<file path="config.mk">
export PLATFORM = sky130hd
export DESIGN_NAME = delay_req_arbiter
export DESIGN_NICKNAME = d
export VERILOG_FILES = /design/src/rtl/delay_req_arbiter.sv
export SDC_FILE = /design/constraint.sdc
export NUM_CORES = 1
export LEC_CHECK = 0
export CAP_MARGIN = 30
export CORE_AREA = 2 2 114 116
export CTS_CLUSTER_DIAMETER = 200
export DETAILED_ROUTE_END_ITERATION = 8
export DIE_AREA = 0 0 116 118
export HOLD_SLACK_MARGIN = 0.12
export PLACE_DENSITY_LB_ADDON = 0.25
export REMOVE_ABC_BUFFERS = 1
export SYNTH_ARGS = -nofsm -noshare
export SYNTH_HDL_FRONTEND = slang
export SYNTH_SLANG_ARGS = --single-unit
</file>
<file path="constraint.sdc">
create_clock -name clk -period 2 [get_ports clk]
set_input_delay 0.4 -clock clk [delete_from_list [all_inputs] [get_ports clk]]
set_output_delay 0.4 -clock clk [all_outputs]
set_load 0.05 [all_outputs]
</file>
<file path="src/rtl/delay_req_arbiter.sv">
// ============================================================================
// Module   : delay_req_arbiter
// Function : Round-robin arbiter sharing one delay-buffer master port between
//            N_REQ requesters, one transaction at a time. The optional WAIT
//            watchdog is enabled with `define DELAY_REQ_ARBITER_TIMEOUT_EN.
// Revision : 1.0  initial release
// ============================================================================
`default_nettype none

module delay_req_arbiter #(
   parameter int DATA_WIDTH     = 16,
   parameter int N_REQ          = 4,
   parameter int TIMEOUT_CYCLES = 1024
) (
   input  logic                          clk,
   input  logic                          reset_n,
   input  logic [N_REQ-1:0]              req_read,
   input  logic [N_REQ-1:0]              req_write,
   input  logic [N_REQ*DATA_WIDTH-1:0]   req_handle,
   input  logic [N_REQ*DATA_WIDTH-1:0]   req_write_data,
   input  logic [N_REQ*DATA_WIDTH-1:0]   req_write_inc,
   output logic [DATA_WIDTH-1:0]         req_read_data,
   output logic [N_REQ-1:0]              req_read_valid,
   output logic [N_REQ-1:0]              req_write_ack,
   output logic                          delay_read_req,
   output logic                          delay_write_req,
   output logic [DATA_WIDTH-1:0]         delay_req_handle,
   output logic [DATA_WIDTH-1:0]         delay_write_data,
   output logic [DATA_WIDTH-1:0]         delay_write_inc,
   input  logic [DATA_WIDTH-1:0]         delay_read_data,
   input  logic                          delay_read_valid,
   input  logic                          delay_write_ack,
   output logic                          busy,
   output logic [$clog2(N_REQ)-1:0]      grant_idx,
   output logic                          error
);

   localparam int IW = $clog2(N_REQ);
   localparam logic [IW:0] C_NREQ = (IW+1)'(N_REQ);

   typedef enum logic [1:0] {
      S_IDLE  = 2'd0,
      S_ISSUE = 2'd1,
      S_WAIT  = 2'd2,
      S_DONE  = 2'd3
   } state_t;

   typedef enum logic {
      OP_READ  = 1'b0,
      OP_WRITE = 1'b1
   } op_t;

   state_t                  state_q, state_d;
   op_t                     op_q, op_d;
   logic [IW-1:0]           rr_ptr_q, rr_ptr_d;
   logic [IW-1:0]           idx_q, idx_d;
   logic [DATA_WIDTH-1:0]   handle_q, handle_d;
   logic [DATA_WIDTH-1:0]   wdata_q, wdata_d;
   logic [DATA_WIDTH-1:0]   inc_q, inc_d;
   logic [DATA_WIDTH-1:0]   rdata_q, rdata_d;
   logic                    rd_req_q, rd_req_d;
   logic                    wr_req_q, wr_req_d;
   logic [N_REQ-1:0]        rvalid_q, rvalid_d;
   logic [N_REQ-1:0]        wack_q, wack_d;
   logic                    error_q, error_d;
   logic                    quiet_q, quiet_d;

   logic [N_REQ-1:0]        pending;
   logic                    found;
   logic [IW-1:0]           sel;
   logic [IW:0]             cand;
   logic                    rsp_any;
   logic                    rsp_match;
   logic                    rsp_other;
   logic                    tmo_hit;

`ifdef DELAY_REQ_ARBITER_TIMEOUT_EN
   localparam int CW = $clog2(TIMEOUT_CYCLES + 1);
   localparam logic [CW-1:0] C_TMO_LAST = CW'(TIMEOUT_CYCLES - 1);

   logic [CW-1:0] tmo_cnt_q, tmo_cnt_d;

   assign tmo_cnt_d = (state_q == S_WAIT) ? tmo_cnt_q + 1'b1 : '0;
   assign tmo_hit   = (state_q == S_WAIT) && (tmo_cnt_q == C_TMO_LAST);

   always_ff @(posedge clk or negedge reset_n) begin
      if (!reset_n) begin
         tmo_cnt_q <= '0;
      end else begin
         tmo_cnt_q <= tmo_cnt_d;
      end
   end
`else
   assign tmo_hit = 1'b0 & (TIMEOUT_CYCLES == 0);
`endif

   assign pending = req_read | req_write;

   // Search order starts just after the last served requester.
   always_comb begin
      found = 1'b0;
      sel   = '0;
      cand  = '0;
      for (int k = 1; k <= N_REQ; k++) begin
         cand = {1'b0, rr_ptr_q} + (IW+1)'(k);
         if (cand >= C_NREQ) begin
            cand = cand - C_NREQ;
         end
         if (!found && pending[cand[IW-1:0]]) begin
            found = 1'b1;
            sel   = cand[IW-1:0];
         end
      end
   end

   assign rsp_any   = delay_read_valid | delay_write_ack;
   assign rsp_match = (op_q == OP_READ) ? delay_read_valid : delay_write_ack;
   assign rsp_other = (op_q == OP_READ) ? delay_write_ack  : delay_read_valid;

   always_comb begin
      state_d  = state_q;
      op_d     = op_q;
      rr_ptr_d = rr_ptr_q;
      idx_d    = idx_q;
      handle_d = handle_q;
      wdata_d  = wdata_q;
      inc_d    = inc_q;
      rdata_d  = rdata_q;
      rd_req_d = 1'b0;
      wr_req_d = 1'b0;
      rvalid_d = '0;
      wack_d   = '0;
      error_d  = error_q;
      quiet_d  = quiet_q;

      case (state_q)
         S_IDLE: begin
            // Until the first grant after reset, stray responses belong to an
            // abandoned transaction and are dropped silently.
            if (rsp_any && !quiet_q) begin
               error_d = 1'b1;
            end
            if (found) begin
               idx_d    = sel;
               op_d     = req_read[sel] ? OP_READ : OP_WRITE;
               handle_d = req_handle[sel*DATA_WIDTH +: DATA_WIDTH];
               wdata_d  = req_write_data[sel*DATA_WIDTH +: DATA_WIDTH];
               inc_d    = req_write_inc[sel*DATA_WIDTH +: DATA_WIDTH];
               rd_req_d = req_read[sel];
               wr_req_d = ~req_read[sel];
               quiet_d  = 1'b0;
               state_d  = S_ISSUE;
            end
         end
         S_ISSUE: begin
            if (rsp_any) begin
               error_d = 1'b1;
            end
            state_d = S_WAIT;
         end
         S_WAIT: begin
            if (rsp_other) begin
               error_d = 1'b1;
            end
            if (rsp_match) begin
               if (op_q == OP_READ) begin
                  rdata_d         = delay_read_data;
                  rvalid_d[idx_q] = 1'b1;
               end else begin
                  wack_d[idx_q]   = 1'b1;
               end
               rr_ptr_d = idx_q;
               state_d  = S_DONE;
            end else if (tmo_hit) begin
               rdata_d         = '0;
               rvalid_d[idx_q] = (op_q == OP_READ);
               wack_d[idx_q]   = (op_q == OP_WRITE);
               error_d         = 1'b1;
               rr_ptr_d        = idx_q;
               state_d         = S_DONE;
            end
         end
         S_DONE: begin
            if (rsp_any) begin
               error_d = 1'b1;
            end
            state_d = S_IDLE;
         end
         default: begin
            state_d = S_IDLE;
         end
      endcase
   end

   always_ff @(posedge clk or negedge reset_n) begin
      if (!reset_n) begin
         state_q  <= S_IDLE;
         op_q     <= OP_READ;
         rr_ptr_q <= IW'(N_REQ - 1);
         idx_q    <= '0;
         handle_q <= '0;
         wdata_q  <= '0;
         inc_q    <= '0;
         rdata_q  <= '0;
         rd_req_q <= 1'b0;
         wr_req_q <= 1'b0;
         rvalid_q <= '0;
         wack_q   <= '0;
         error_q  <= 1'b0;
         quiet_q  <= 1'b1;
      end else begin
         state_q  <= state_d;
         op_q     <= op_d;
         rr_ptr_q <= rr_ptr_d;
         idx_q    <= idx_d;
         handle_q <= handle_d;
         wdata_q  <= wdata_d;
         inc_q    <= inc_d;
         rdata_q  <= rdata_d;
         rd_req_q <= rd_req_d;
         wr_req_q <= wr_req_d;
         rvalid_q <= rvalid_d;
         wack_q   <= wack_d;
         error_q  <= error_d;
         quiet_q  <= quiet_d;
      end
   end

   assign req_read_data    = rdata_q;
   assign req_read_valid   = rvalid_q;
   assign req_write_ack    = wack_q;
   assign delay_read_req   = rd_req_q;
   assign delay_write_req  = wr_req_q;
   assign delay_req_handle = handle_q;
   assign delay_write_data = wdata_q;
   assign delay_write_inc  = inc_q;
   assign busy             = (state_q != S_IDLE);
   assign grant_idx        = idx_q;
   assign error            = error_q;

endmodule

`default_nettype wire

</file>
==> notes.md <==
Notes from the flow run.

Layout:
- The run puts the number of non-clock inverters in the layout at 5.
- The run puts the area taken by flip-flops and latches at 2080 sq um.
- The run puts the number of antenna cells inserted at 0.
- The run gives the final standard cell utilization of the core as 0.712.
- From synthesis to final layout, the design area changed by 95.0%.
- The layout has 872 filler cells.
- At the end of the flow, the number of nets in the layout was 971.
- The run gives the number of cells in the finished layout apart from fillers as 924.
- The run puts the share of the final layout cell area in multi-input gates at 0.274.

Power:
- The run gives the peak supply drop as 0.00101 V.
- The run puts the net switching share of the total power at 0.449.
- The run puts the logic gate share of total power at 0.686.

Final timing:
- The run gives the final hold slack as 0.483 ns.
- The run gives the final setup slack of the worst path as -0.0789 ns.
- The run puts the worst-case clock skew at 0.00908 ns.
- The run gives the maximum clock frequency as 0.481 GHz.
- The run gives the sum of negative setup slack as -0.0925 ns.
- The run puts the final count of negative-setup-slack endpoints at 3.

Outcome:
- The checks that failed: negative setup slack.
- The run finished, with violations left.

Setup path:
- The run gives the worst endpoint required time as 2.19 ns.
- The run puts the total buffers and inverters traversed by the critical path at 3.
- According to the timing report, the critical path is launched from rr_ptr_q[1].
- The run puts the worst endpoint data arrival time at 2.27 ns.
- The run gives the kind of critical path as reg2reg.

Worst hold path:
- The tightest min-delay check is of the reg2reg type.
- The run gives the launch instance of the worst min-delay path as quiet_q.
- The run gives the worst hold endpoint as quiet_q.

Place:
- The run puts the cell count after placement at 893.
- The run puts the detailed placer's ending HPWL at 13200 um.

Logic synthesis:
- The share of the Yosys chip area taken by registers is 0.459.
- The run puts the post-synthesis instance total at 400.
- The run gives the top cell type's share of synthesized area as 0.441.
- Sorting the synthesized cells by area gives the leading types as dfrtp_1 44%, mux2i_1 21%, o221ai_1 9.3%.
- The run gives the Yosys warning count as 0.

Global routing:
- The run gives the first-pass GRT wire length as 26700 um.
- The run gives the maximum number of pins on one net before global-route repair as 84.

Die:
- At the floorplan stage, the core utilization is reported as 0.365.

Routing:
- The run gives the detailed router's first-iteration violation count as 198.

Job:
- The run puts the total number of warnings across the stage logs at 29.
- The run gives the number of violations of the max-capacitance limit as 0.

Clocking:
- The run puts the post-CTS resize count at 13.
- The cell sitting at the root of the clock tree is a clkbuf_16.
layer usage:
metal / vias up / track usage / part of all wire
met1: 2336 / 0.280 / 0.37
met3: 50 / 0.0700 / 0.088
li1: 2193 / - / -
met2: 226 / 0.440 / 0.51
met4: 0 / 0.103 / 0.037
met5: - / 0 / 0
logic make-up (layout without fill, tap and decap cells):
logic type                 after synthesis  in the layout  share of synthesized area
AOI/OAI and AO/OA                       71             71                      0.127
adders and majority gates                4              4                     0.0110
buffers and inverters                   32            384                     0.0488
DFF                                     83             83                      0.459
muxes                                  115            115                      0.259
and+or+nand+nor                         95             95                     0.0957
cells in the mapped netlist (3+ instances only):
cell type,instances
mux2i_1,97
dfrtp_1,80
nand2_1,60
o221ai_1,48
mux2_2,18
clkbuf_1,12
nor2_1,12
a21oi_1,5
inv_1,5
nand3_1,5
o21ai_0,5
buf_12,4
ha_1,4
nand2b_1,4
or2_1,4
buf_4,3
clkbuf_4,3
dfstp_2,3
o21ai_1,3
placed cells by master, fill, tap and decap left out, drive strengths merged, types with 2 or more instances in the layout:
cell           instances
inv                    5
buf                   72
mux2                  18
dfstp                  3
o21ai                  8
or2                    5
nand3                  5
clkbuf                16
dlygate4sd2            6
dfrtp                 80
a21oi                  5
ha                     4
o221ai                48
nand2                 60
a31o                   2
mux2i                 97
clkdlybuf4s50        281
nor4                   3
nor3                   2
nor2                  13
nand2b                 4
o21a                   2
worst max path at each step:
stage / endpoint / slack (ns) / depth (start not counted)
floorplan: delay_req_handle[0] / -1.53 / 5
detailed placement: delay_write_inc[5] / -0.51 / 8
finish: delay_write_data[2] / -0.08 / 8
global route: delay_req_handle[7] / -0.12 / 8
global placement: delay_write_inc[15] / -0.46 / 8
CTS: delay_write_inc[9] / 0.02 / 8
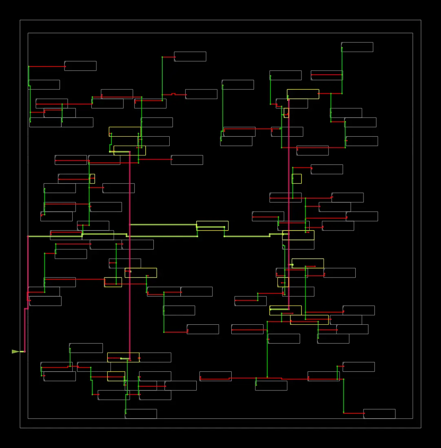
clock_nets.png
Clk power: 0.00172 W
clock latency of the later-clocked register in the worst-skew pair: 0.34 ns
number of buffers inserted during clock tree synthesis: 9
Seq cells: 83
clkbuf count: 13

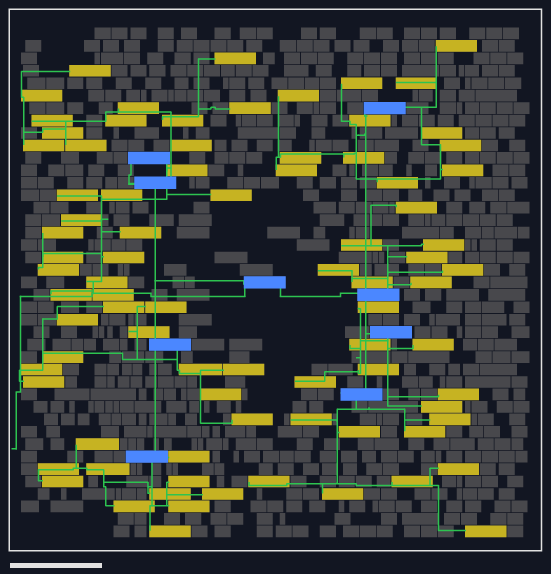
clock_wires.png
Scale bar: 20 um.
[clock wires] green | length: 1150 um
[flip-flops] yellow | count: 83
[clock-net drivers] blue | count: 9
routed clock nets	10
flops lie	widely spread

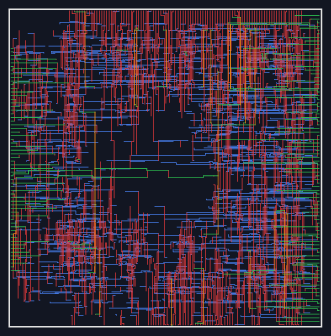
layers.png
layer	color	wire length
M3	green	1630 um
M1	blue	6810 um
M4	orange	673 um
M2	red	9330 um
via count: 4805
DRT Wirelength: 18400 um

Power is estimated from default activity; no workload was simulated.
